**Cell classes on the final placement**

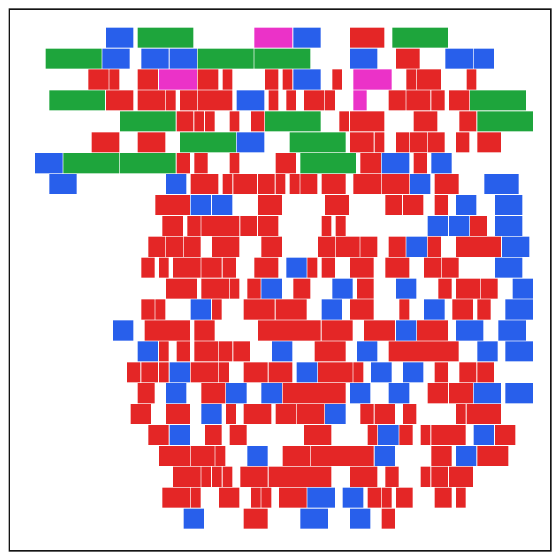
**Cell sizes after repair**

Bar = 20 µm.
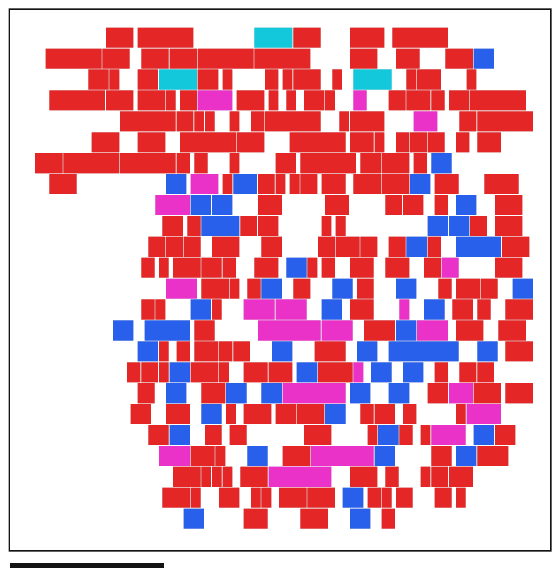
**Sequential cells colored by netlist name**

Bar = 20 µm.
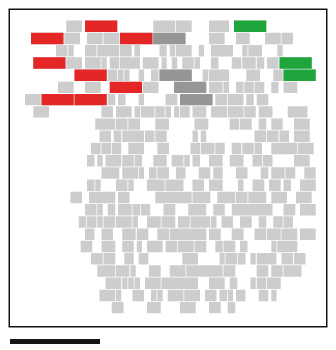
**The clock network**

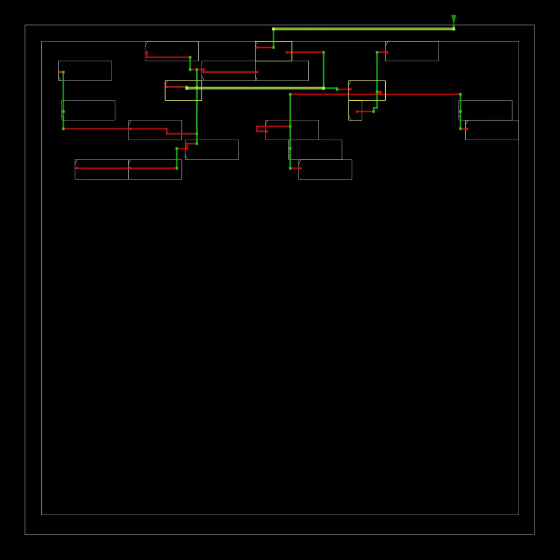
**Clock network drawn from the DEF**

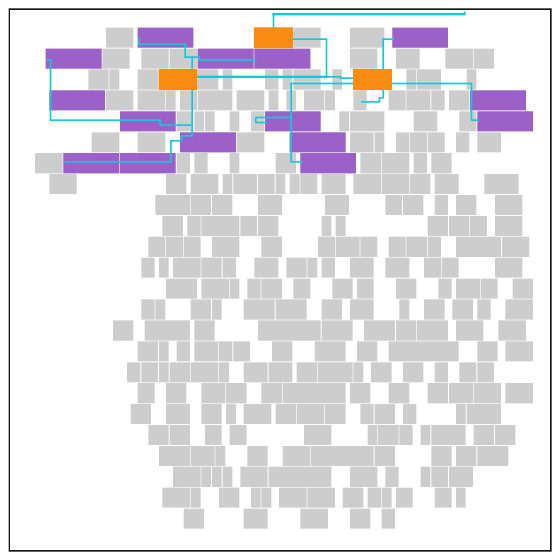
## src/rtl/prio_rr_encoder_if.sv

```systemverilog
// Request/grant bundle for prio_rr_encoder: request side inputs plus the registered grant
// outputs and the round-robin pointer.
interface prio_rr_encoder_if #(
    parameter int unsigned N     = 8,
    parameter int unsigned IDX_W = $clog2(N)
);
    logic [N-1:0]     req;
    logic             rr_en;
    logic             out_ready;
    logic             out_valid;
    logic [IDX_W-1:0] out_idx;
    logic [N-1:0]     out_onehot;
    logic [IDX_W-1:0] ptr;

    modport master (
        output req,
        output rr_en,
        output out_ready,
        input  out_valid,
        input  out_idx,
        input  out_onehot,
        input  ptr
    );

    modport slave (
        input  req,
        input  rr_en,
        input  out_ready,
        output out_valid,
        output out_idx,
        output out_onehot,
        output ptr
    );
endinterface

```

## src/rtl/prio_rr_encoder.sv

```systemverilog
// Registered N-to-log2(N) priority encoder with a sticky grant and valid/ready handshake.
// Fixed mode favours bit N-1; round-robin mode rotates the top priority below each accepted grant.
module prio_rr_encoder #(
    parameter int unsigned N     = 8,
    parameter int unsigned IDX_W = $clog2(N)
) (
    input logic              clk,
    input logic              rst,
    prio_rr_encoder_if.slave bus
);

    typedef enum logic {StIdle, StHold} state_e;

    localparam logic [IDX_W-1:0] TopIdx = IDX_W'(N - 1);

    state_e           state_q, state_d;
    logic [IDX_W-1:0] idx_q, idx_d;
    logic [N-1:0]     onehot_q, onehot_d;
    logic [IDX_W-1:0] ptr_q, ptr_d;

    logic             accept;
    logic             any_req;
    logic [IDX_W-1:0] start;
    logic [IDX_W-1:0] cand;

    // First set request scanning downward from start, wrapping from 0 to N-1.
    function automatic logic [IDX_W-1:0] sel(input logic [N-1:0]     r,
                                             input logic [IDX_W-1:0] from);
        logic [IDX_W-1:0] res;
        logic [IDX_W-1:0] kk;
        logic             found;
        int               k;
        res   = from;
        found = 1'b0;
        for (int i = 0; i < int'(N); i++) begin
            k = int'(from) - i;
            if (k < 0) begin
                k = k + int'(N);
            end
            kk = k[IDX_W-1:0];
            if (!found && r[kk]) begin
                found = 1'b1;
                res   = kk;
            end
        end
        return res;
    endfunction

    function automatic logic [N-1:0] decode(input logic [IDX_W-1:0] idx);
        logic [N-1:0] oh;
        oh      = '0;
        oh[idx] = 1'b1;
        return oh;
    endfunction

    assign any_req = |bus.req;
    assign accept  = (state_q == StHold) && bus.out_ready;

    always_comb begin
        state_d  = state_q;
        idx_d    = idx_q;
        onehot_d = onehot_q;
        ptr_d    = ptr_q;

        if (accept && bus.rr_en) begin
            ptr_d = (idx_q == '0) ? TopIdx : idx_q - IDX_W'(1);
        end

        // The updated pointer seeds the scan so back-to-back grants already rotate.
        start = bus.rr_en ? ptr_d : TopIdx;
        cand  = sel(bus.req, start);

        unique case (state_q)
            StIdle: begin
                if (any_req) begin
                    state_d  = StHold;
                    idx_d    = cand;
                    onehot_d = decode(cand);
                end
            end
            StHold: begin
                if (bus.out_ready) begin
                    if (any_req) begin
                        idx_d    = cand;
                        onehot_d = decode(cand);
                    end else begin
                        state_d  = StIdle;
                        onehot_d = '0;
                    end
                end
            end
            default: begin
                state_d  = StIdle;
                onehot_d = '0;
            end
        endcase
    end

    always_ff @(posedge clk) begin
        if (rst) begin
            state_q  <= StIdle;
            idx_q    <= '0;
            onehot_q <= '0;
            ptr_q    <= TopIdx;
        end else begin
            state_q  <= state_d;
            idx_q    <= idx_d;
            onehot_q <= onehot_d;
            ptr_q    <= ptr_d;
        end
    end

    assign bus.out_valid  = (state_q == StHold);
    assign bus.out_idx    = idx_q;
    assign bus.out_onehot = onehot_q;
    assign bus.ptr        = ptr_q;

endmodule

```

## src/flat_wrapper.sv

```systemverilog
// flat-port wrapper written by rule: the top's interface ports become plain ports
module prio_rr_encoder_flat 
#(
    parameter int unsigned N     = 8,
    parameter int unsigned IDX_W = $clog2(N)
)
  (clk, rst, bus_req, bus_rr_en, bus_out_ready, bus_out_valid, bus_out_idx, bus_out_onehot, bus_ptr);
  prio_rr_encoder_if #(.N(N), .IDX_W(IDX_W)) bus_i ();
  input logic clk;
  input logic rst;
  input wire logic [$bits(bus_i.req)-1:0] bus_req;
  input wire logic [$bits(bus_i.rr_en)-1:0] bus_rr_en;
  input wire logic [$bits(bus_i.out_ready)-1:0] bus_out_ready;
  output wire logic [$bits(bus_i.out_valid)-1:0] bus_out_valid;
  output wire logic [$bits(bus_i.out_idx)-1:0] bus_out_idx;
  output wire logic [$bits(bus_i.out_onehot)-1:0] bus_out_onehot;
  output wire logic [$bits(bus_i.ptr)-1:0] bus_ptr;
  assign bus_i.req = bus_req;
  assign bus_i.rr_en = bus_rr_en;
  assign bus_i.out_ready = bus_out_ready;
  assign bus_out_valid = bus_i.out_valid;
  assign bus_out_idx = bus_i.out_idx;
  assign bus_out_onehot = bus_i.out_onehot;
  assign bus_ptr = bus_i.ptr;
  prio_rr_encoder #(.N(N), .IDX_W(IDX_W)) u_core (.clk(clk), .rst(rst), .bus(bus_i));
endmodule
```

## config.mk

```make
export PLATFORM = sky130hd
export DESIGN_NAME = prio_rr_encoder_flat
export DESIGN_NICKNAME = d
export VERILOG_FILES = /design/src/rtl/prio_rr_encoder_if.sv /design/src/rtl/prio_rr_encoder.sv /design/src/flat_wrapper.sv
export SDC_FILE = /design/constraint.sdc
export NUM_CORES = 1
export LEC_CHECK = 0
export CAP_MARGIN = 5
export CORE_MARGIN = 2
export CORE_UTILIZATION = 40
export DETAILED_ROUTE_END_ITERATION = 6
export PLACE_DENSITY = 0.66
export SLEW_MARGIN = 0
export SYNTH_ARGS = -nofsm -noshare
export SYNTH_HDL_FRONTEND = slang
export SYNTH_SLANG_ARGS = --single-unit
export TNS_END_PERCENT = 20
```

## constraint.sdc

```tcl
create_clock -name clk -period 4.83 [get_ports clk]
set_input_delay 0.966 -clock clk [delete_from_list [all_inputs] [get_ports clk]]
set_output_delay 0.966 -clock clk [all_outputs]
set_load 0.005 [all_outputs]
```

==> metrics.cfg <==
[run_status]
outcome = complete, no violations

[cells_and_area]
final_area_um2 = 2460
inverters = 7
num_antenna_cells = 0
seq_cells = 15
bufAreaShareNonClock_pct = 24.1
largestClassByArea = logic gates
comb-cell-share_pct = 58.0
logic_gate_count = 190
clkCellAreaFrac_pct = 1.88

[timing]
final-hold-violation-count = 0
final_max_slew_viol_count = 0
worst_pin_slew_ps = 693
post-route-min-period_ps = 4660

[yosys]
yosysTopAreaCell = dfxtp_1
syn_nets = 236
syn_avg_cell_area_um2 = 7.98
postSynthSeqShare_pct = 17.1

[route]
wire_per_inst_um = 15.6
drt_iter0_markers = 89
drt-total-wl_mm = 5.27
routedLengthMet1_mm = 2.41

[clocking]
cts_root_buf = clkbuf_8
cts_buffer_depth = 2

[placed_design]
placed_area_um2 = 2390
dp_cells = 334

[global_route]
use_met3_pct = 3.75
use_met2_pct = 38.5
antenna_found_initial = 0

[pwr]
pwr-share-comb_pct = 59.4
seqPwrFrac_pct = 24.2
switching_share_pct = 38.8
p_switching_mw = 0.241

[critical_path]
max_stage_delay_ps = 520
worstPathArrival_ps = 4800
crit_path_max_fanout = 5
r2r_cells = 17
cp-start-kind = primary input
rrSetupSlack_ps = 510
cp-endpoint = u_core.bus.out_onehot[4]

[die]
taps = 52
rows = 24
dieArea_um2 = 4930
fp_util_pct = 40.9

Notes on 'cell classes on the final placement' above:
Key: clock drivers and dummy loads = magenta [cells 4, share of their area 1.9%]; registers = green [cells 15, share of their area 13%]; remaining logic cells = red [cells 197, share of their area 61%]; remaining buffers and delay cells = blue [cells 70, share of their area 25%]

Notes on 'cell sizes after repair' above:
Key: x6 and larger = cyan [cells 3, share 1.0%, most used clkbuf_8]; x2 = magenta [cells 21, share 7.3%, most used mux2_2]; x3 and x4 = blue [cells 49, share 17%, most used buf_4]; x1 and smaller = red [cells 213, share 74%, most used clkdlybuf4s50_1]
synthesis-to-layout area growth: 40.0%
min setup slack post-route: 171 ps
Plain + repair buffers: 70

Notes on 'sequential cells colored by netlist name' above:
Key: u_core.bus.out_onehot = red [flops 8, where top left]; u_core.bus.ptr = green [flops 3]
Another 4 sequential cells are not colored.
fin util: 57.2%
register area: 300 µm²
fraction of area in registers: 12.2%
sequential power: 0.151 mW

Notes on 'the clock network' above:
CTS sink cnt: 15
clock buffers: 3
Clock net power: 0.102 mW

Notes on 'clock network drawn from the DEF' above:
Key: flip-flops = purple [count 15]; clock wires = cyan [length 202 µm]; clock-net drivers = orange [count 3]
There are 4 routed clock nets.
clk latency late pin: 250 ps
clk_skew: 1.60 ps
clock share of power: 16.4%

[power by group through the flow]
stage / Clock (mW) / Combinational (mW) / Sequential (mW)
2_1_floorplan: 0 / 0.217 / 0.152
3_3_place_gp: 0 / 0.359 / 0.153
3_5_place_dp: 0 / 0.361 / 0.153
4_1_cts: 0.103 / 0.365 / 0.151
5_1_grt: 0.110 / 0.402 / 0.154
6_report: 0.102 / 0.369 / 0.151
[synthesized netlist by cell type (all sizes together), types with 3 or more instances]
library cell,count
nand2,22
nor2,17
dfxtp,15
a21oi,14
mux2i,11
o21ai,9
and2,8
mux2,8
inv,7
a211oi,6
clkbuf,6
nand3,6
nand2b,5
nor2b,5
o31ai,5
xnor2,5
a221oi,4
a32o,4
ha,4
mux4,4
a21o,3
a31oi,3
nand4,3
nor3,3
nor4,3
o2111ai,3
o211ai,3
[through the flow]
stage / power [mW] / TNS, ps
global route: 0.666 / 0
CTS: 0.619 / 0
floorplan: 0.369 / 0
detailed placement: 0.515 / -1310
finish: 0.621 / 0
global placement: 0.513 / -623
[state kept, by name, indices dropped and copies added, names as in the netlist]
register,cells
u_core.bus.out_onehot,8
u_core.bus.out_idx,3
u_core.bus.ptr,3
u_core.bus.out_valid,1
[critical path, delay by kind of cell]
family / cells / cell delay, ps
fa+ha+maj: 1 / 310
mux: 1 / 510
simple gates: 5 / 1690
buf+inv: 2 / 540
compound gates: 3 / 800
[logic make-up after synthesis]
| kind of cell | after synthesis | share of synthesized area (%) |
|---|---|---|
| multiplexers | 23 | 16.5 |
| flip-flops | 15 | 17.1 |
| AND/OR/NAND/NOR | 85 | 26.3 |
| buffers and inverters | 15 | 3.71 |
| adder cells (fa/ha/maj) | 4 | 2.85 |
| XOR/XNOR | 7 | 3.49 |
| AND-OR/OR-AND | 71 | 30.0 |
No activity file was given, so power comes from the tool's default toggle rates.
